**src/rtl/seg7_pkg.sv**
```systemverilog
// Shared 7-segment pattern constants, BCD codes and capture FSM states.
package seg7_pkg;

  localparam logic [6:0] SEG_0     = 7'h3F;
  localparam logic [6:0] SEG_1     = 7'h06;
  localparam logic [6:0] SEG_2     = 7'h5B;
  localparam logic [6:0] SEG_3     = 7'h4F;
  localparam logic [6:0] SEG_4     = 7'h66;
  localparam logic [6:0] SEG_5     = 7'h6D;
  localparam logic [6:0] SEG_6     = 7'h7D;
  localparam logic [6:0] SEG_7     = 7'h07;
  localparam logic [6:0] SEG_8     = 7'h7F;
  localparam logic [6:0] SEG_9     = 7'h6F;
  localparam logic [6:0] SEG_BLANK = 7'h00;

  localparam logic [3:0] BCD_BLANK   = 4'hF;
  localparam logic [3:0] BCD_INVALID = 4'hE;

  typedef enum logic [1:0] {
    IDLE   = 2'd0,
    SETTLE = 2'd1,
    HOLD   = 2'd2
  } cap_state_t;

endpackage

```
**src/rtl/seg7_pattern_decode.sv**
```systemverilog
// Strict segment-pattern to BCD decode; anything not an exact digit or blank is invalid.
module seg7_pattern_decode
  import seg7_pkg::*;
(
  input  logic [6:0] seg,
  output logic [3:0] bcd,
  output logic       err
);

  // Exact-match lookup against the shared pattern constants
  always_comb begin
    bcd = BCD_INVALID;
    err = 1'b1;
    case (seg)
      SEG_0:     begin bcd = 4'd0;      err = 1'b0; end
      SEG_1:     begin bcd = 4'd1;      err = 1'b0; end
      SEG_2:     begin bcd = 4'd2;      err = 1'b0; end
      SEG_3:     begin bcd = 4'd3;      err = 1'b0; end
      SEG_4:     begin bcd = 4'd4;      err = 1'b0; end
      SEG_5:     begin bcd = 4'd5;      err = 1'b0; end
      SEG_6:     begin bcd = 4'd6;      err = 1'b0; end
      SEG_7:     begin bcd = 4'd7;      err = 1'b0; end
      SEG_8:     begin bcd = 4'd8;      err = 1'b0; end
      SEG_9:     begin bcd = 4'd9;      err = 1'b0; end
      SEG_BLANK: begin bcd = BCD_BLANK; err = 1'b0; end
      default:   ;
    endcase
  end

endmodule

```
**src/rtl/seg7_scan_decoder.sv**
```systemverilog
// Observes a multiplexed 7-segment bus, debounces each digit, and emits whole frames.
//
//  state  | meaning
//  IDLE   | no valid one-hot strobe present
//  SETTLE | valid strobe seen, counting cycles of unchanged digit_en/seg_in
//  HOLD   | digit captured, waiting for digit_en to change
module seg7_scan_decoder
  import seg7_pkg::*;
#(
  parameter int NUM_DIGITS    = 4,
  parameter int STABLE_CYCLES = 3
) (
  input  logic                    clk,
  input  logic                    rst,
  input  logic [NUM_DIGITS-1:0]   digit_en,
  input  logic [6:0]              seg_in,
  input  logic                    out_ready,
  output logic [4*NUM_DIGITS-1:0] bcd_out,
  output logic [NUM_DIGITS-1:0]   digit_err,
  output logic                    out_valid,
  output logic                    overflow
);

  localparam int CNT_W = $clog2(STABLE_CYCLES + 1);
  localparam int IDX_W = (NUM_DIGITS > 1) ? $clog2(NUM_DIGITS) : 1;
  localparam logic [CNT_W-1:0]      CNT_ONE  = CNT_W'(1);
  localparam logic [CNT_W-1:0]      CNT_MAX  = CNT_W'(STABLE_CYCLES);
  localparam logic [NUM_DIGITS-1:0] ALL_SEEN = '1;

  cap_state_t state, state_nxt;
  logic [CNT_W-1:0]        cnt, cnt_nxt;
  logic [NUM_DIGITS-1:0]   prev_en;
  logic [6:0]              prev_seg;
  logic                    strobe_ok, en_changed, changed, capture;
  logic [IDX_W-1:0]        idx;
  logic [3:0]              dec_bcd;
  logic                    dec_err;
  logic [NUM_DIGITS-1:0]   seen, seen_m;
  logic [4*NUM_DIGITS-1:0] stage_bcd, stage_bcd_m;
  logic [NUM_DIGITS-1:0]   stage_err, stage_err_m;
  logic                    frame_done, accept, load, drop;

  seg7_pattern_decode u_decode (
    .seg (seg_in),
    .bcd (dec_bcd),
    .err (dec_err)
  );

  // Strobe qualification and change detection against last cycle's bus
  always_comb begin
    strobe_ok  = (digit_en != '0) &&
                 ((digit_en & (digit_en - NUM_DIGITS'(1))) == '0);
    en_changed = (digit_en != prev_en);
    changed    = en_changed || (seg_in != prev_seg);
  end

  // One-hot strobe to digit index (only meaningful when strobe_ok)
  always_comb begin
    idx = '0;
    for (int i = 0; i < NUM_DIGITS; i++) begin
      if (digit_en[i]) idx = IDX_W'(i);
    end
  end

  // Capture FSM next-state; the capture fires in the cycle the count reaches its target
  always_comb begin
    state_nxt = state;
    cnt_nxt   = cnt;
    capture   = 1'b0;
    case (state)
      IDLE: begin
        cnt_nxt = '0;
        if (strobe_ok) begin
          state_nxt = SETTLE;
          cnt_nxt   = CNT_ONE;
        end
      end
      SETTLE: begin
        if (changed) begin
          cnt_nxt   = CNT_ONE;
          state_nxt = strobe_ok ? SETTLE : IDLE;
        end else if (cnt != CNT_MAX) begin
          cnt_nxt = cnt + CNT_ONE;
        end
      end
      HOLD: begin
        if (en_changed) begin
          cnt_nxt   = CNT_ONE;
          state_nxt = strobe_ok ? SETTLE : IDLE;
        end
      end
      default: begin
        state_nxt = IDLE;
        cnt_nxt   = '0;
      end
    endcase
    if (state_nxt == SETTLE && cnt_nxt == CNT_MAX) begin
      capture   = 1'b1;
      state_nxt = HOLD;
    end
  end

  // Merge the captured digit into staging and decide frame delivery
  always_comb begin
    stage_bcd_m = stage_bcd;
    stage_err_m = stage_err;
    seen_m      = seen;
    if (capture) begin
      stage_bcd_m[{idx, 2'b00} +: 4] = dec_bcd;
      stage_err_m[idx]               = dec_err;
      seen_m[idx]                    = 1'b1;
    end
    frame_done = capture && (seen_m == ALL_SEEN);
    accept     = out_valid && out_ready;
    load       = frame_done && (!out_valid || out_ready);
    drop       = frame_done && out_valid && !out_ready;
  end

  // FSM, counter and bus history registers
  always_ff @(posedge clk or posedge rst) begin
    if (rst) begin
      state    <= IDLE;
      cnt      <= '0;
      prev_en  <= '0;
      prev_seg <= '0;
    end else begin
      state    <= state_nxt;
      cnt      <= cnt_nxt;
      prev_en  <= digit_en;
      prev_seg <= seg_in;
    end
  end

  // Staging, output frame and handshake registers
  always_ff @(posedge clk or posedge rst) begin
    if (rst) begin
      seen      <= '0;
      stage_bcd <= '0;
      stage_err <= '0;
      bcd_out   <= '0;
      digit_err <= '0;
      out_valid <= 1'b0;
      overflow  <= 1'b0;
    end else begin
      seen      <= frame_done ? '0 : seen_m;
      stage_bcd <= stage_bcd_m;
      stage_err <= stage_err_m;
      if (load) begin
        bcd_out   <= stage_bcd_m;
        digit_err <= stage_err_m;
        out_valid <= 1'b1;
      end else if (accept) begin
        out_valid <= 1'b0;
      end
      if (drop) overflow <= 1'b1;
    end
  end

endmodule

```
**config.mk**
```make
export PLATFORM = sky130hd
export DESIGN_NAME = seg7_scan_decoder
export DESIGN_NICKNAME = d
export VERILOG_FILES = /design/src/rtl/seg7_pkg.sv /design/src/rtl/seg7_pattern_decode.sv /design/src/rtl/seg7_scan_decoder.sv
export SDC_FILE = /design/constraint.sdc
export NUM_CORES = 1
export LEC_CHECK = 0
export CORE_MARGIN = 3
export CORE_UTILIZATION = 58
export CTS_BUF_LIST = sky130_fd_sc_hd__clkbuf_2
export CTS_CLUSTER_DIAMETER = 120
export CTS_CLUSTER_SIZE = 40
export DETAILED_ROUTE_END_ITERATION = 16
export PLACE_DENSITY = 0.89
export SYNTH_ARGS = -nofsm -noshare
export SYNTH_HDL_FRONTEND = slang
export SYNTH_SLANG_ARGS = --single-unit
```
**constraint.sdc**
```tcl
create_clock -name clk -period 2.13 [get_ports clk]
set_input_delay 0.213 -clock clk [delete_from_list [all_inputs] [get_ports clk]]
set_output_delay 0.213 -clock clk [all_outputs]
set_load 0.02 [all_outputs]
```
Fig. 1: routed metal, one color a layer
Bar = 20 µm. Only two layers are drawn.
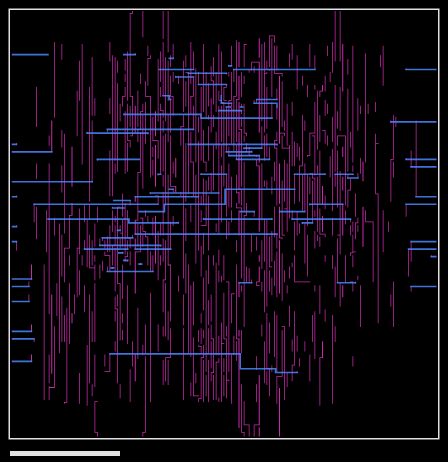
legend:
  blue:
    layer: M3
    wire_length: 526 µm
  magenta:
    layer: M2
    wire_length: 3,470 µm

Fig. 2: the clock network
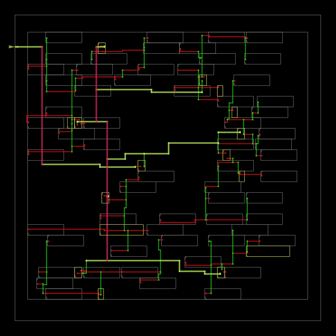
clk pwr: 0.792 mW
layout sequential cell count: 61
Clock Skew: 0.0206 ns
CTS Buf Count: 9
clk latency late pin: 0.51 ns

==> metrics.yaml <==
power-per-cell-area_mw_per_mm2: 567
clock_sinks: 61
top_usage_layer: "met2"
nClkBuffers: 9
synthMostInstantiatedCell: "dfrtp_1"
swShare_pct: 25.2
comb_area_share_pct: 34.3
vias: 2643
wl_per_cell_um: 15.2
netlist_area_mm2: 0.00299
worst_ep_required_time_ns: 2.53
chip_area_mm2: 0.00605
status: "finished clean"
cp_max_fo: 7
pin_count: 36
drc_errors: 0
grt_max_degree: 33
largest_class: "registers"
instances_no_fill: 464
drt-total-wl_um: 7060
signal_buffers: 96
dpl.hpwl_um: 5290
cts_setup_buffers: 0
portBuffers: 35
seq_area_mm2: 0.00153
post-place-ws_ns: -0.486
fin_crit_sh_pct: 95.2
synth_top_area_share_pct: 51.0
crit_arrival_ns: 2.43
logic make-up (layout without fill, tap and decap cells):
logic type | count (synthesis) | in the layout | synth area share [%]
AND/OR/NAND/NOR | 127 | 127 | 23.3
flip-flops | 61 | 61 | 51.0
AND-OR/OR-AND | 60 | 60 | 11.9
buffers and inverters | 22 | 122 | 3.81
XOR/XNOR | 13 | 13 | 4.31
adder cells (fa/ha/maj) | 8 | 8 | 3.35
multiplexers | 6 | 6 | 2.26
cell usage in the layout, fill, tap and decap left out, types with 5 or more instances in the layout:
master | synthesis | routed
dfrtp_1 | 61 | 61
nand3_1 | 8 | 8
mux2_2 | 6 | 6
nand4_1 | 11 | 11
a21oi_1 | 31 | 31
o21ai_0 | 5 | 5
inv_1 | 10 | 9
ha_1 | 8 | 8
nor2_1 | 29 | 28
buf_4 | 2 | 58
clkbuf_2 | 0 | 9
clkdlybuf4s50_1 | 0 | 35
xnor2_1 | 10 | 10
nand2_1 | 40 | 40
worst max-delay path, cell delays in order:
cell and delay (ns):
clkdlybuf4s50_1 0.52, or2_2 0.36, inv_1 0.14, ha_1 0.22, buf_4 0.14, nand2b_1 0.13, nor2_1 0.07, and4_1 0.20
a21o_1 0.16, mux2_2 0.26
worst max path at each step:
stage / startpoint / end / slack (ns) / depth (start not counted)
floorplan: digit_en[2] / bcd_out[1] / 0.13 / 8
global placement: digit_en[2] / bcd_out[5] / -0.30 / 10
detailed placement: digit_en[3] / bcd_out[3] / -0.49 / 10
CTS: digit_en[3] / bcd_out[3] / 0.04 / 10
global route: prev_en[0] / digit_err[0] / 0.02 / 8
finish: digit_en[3] / bcd_out[4] / 0.10 / 10
what timing repair did:
action                                  CTS  global route
endpoints found under the hold margin    14             0
gates resized                             0             3
hold buffers                              1             0
endpoints found under the setup margin    0            17
No activity file was given, so power comes from the tool's default toggle rates.
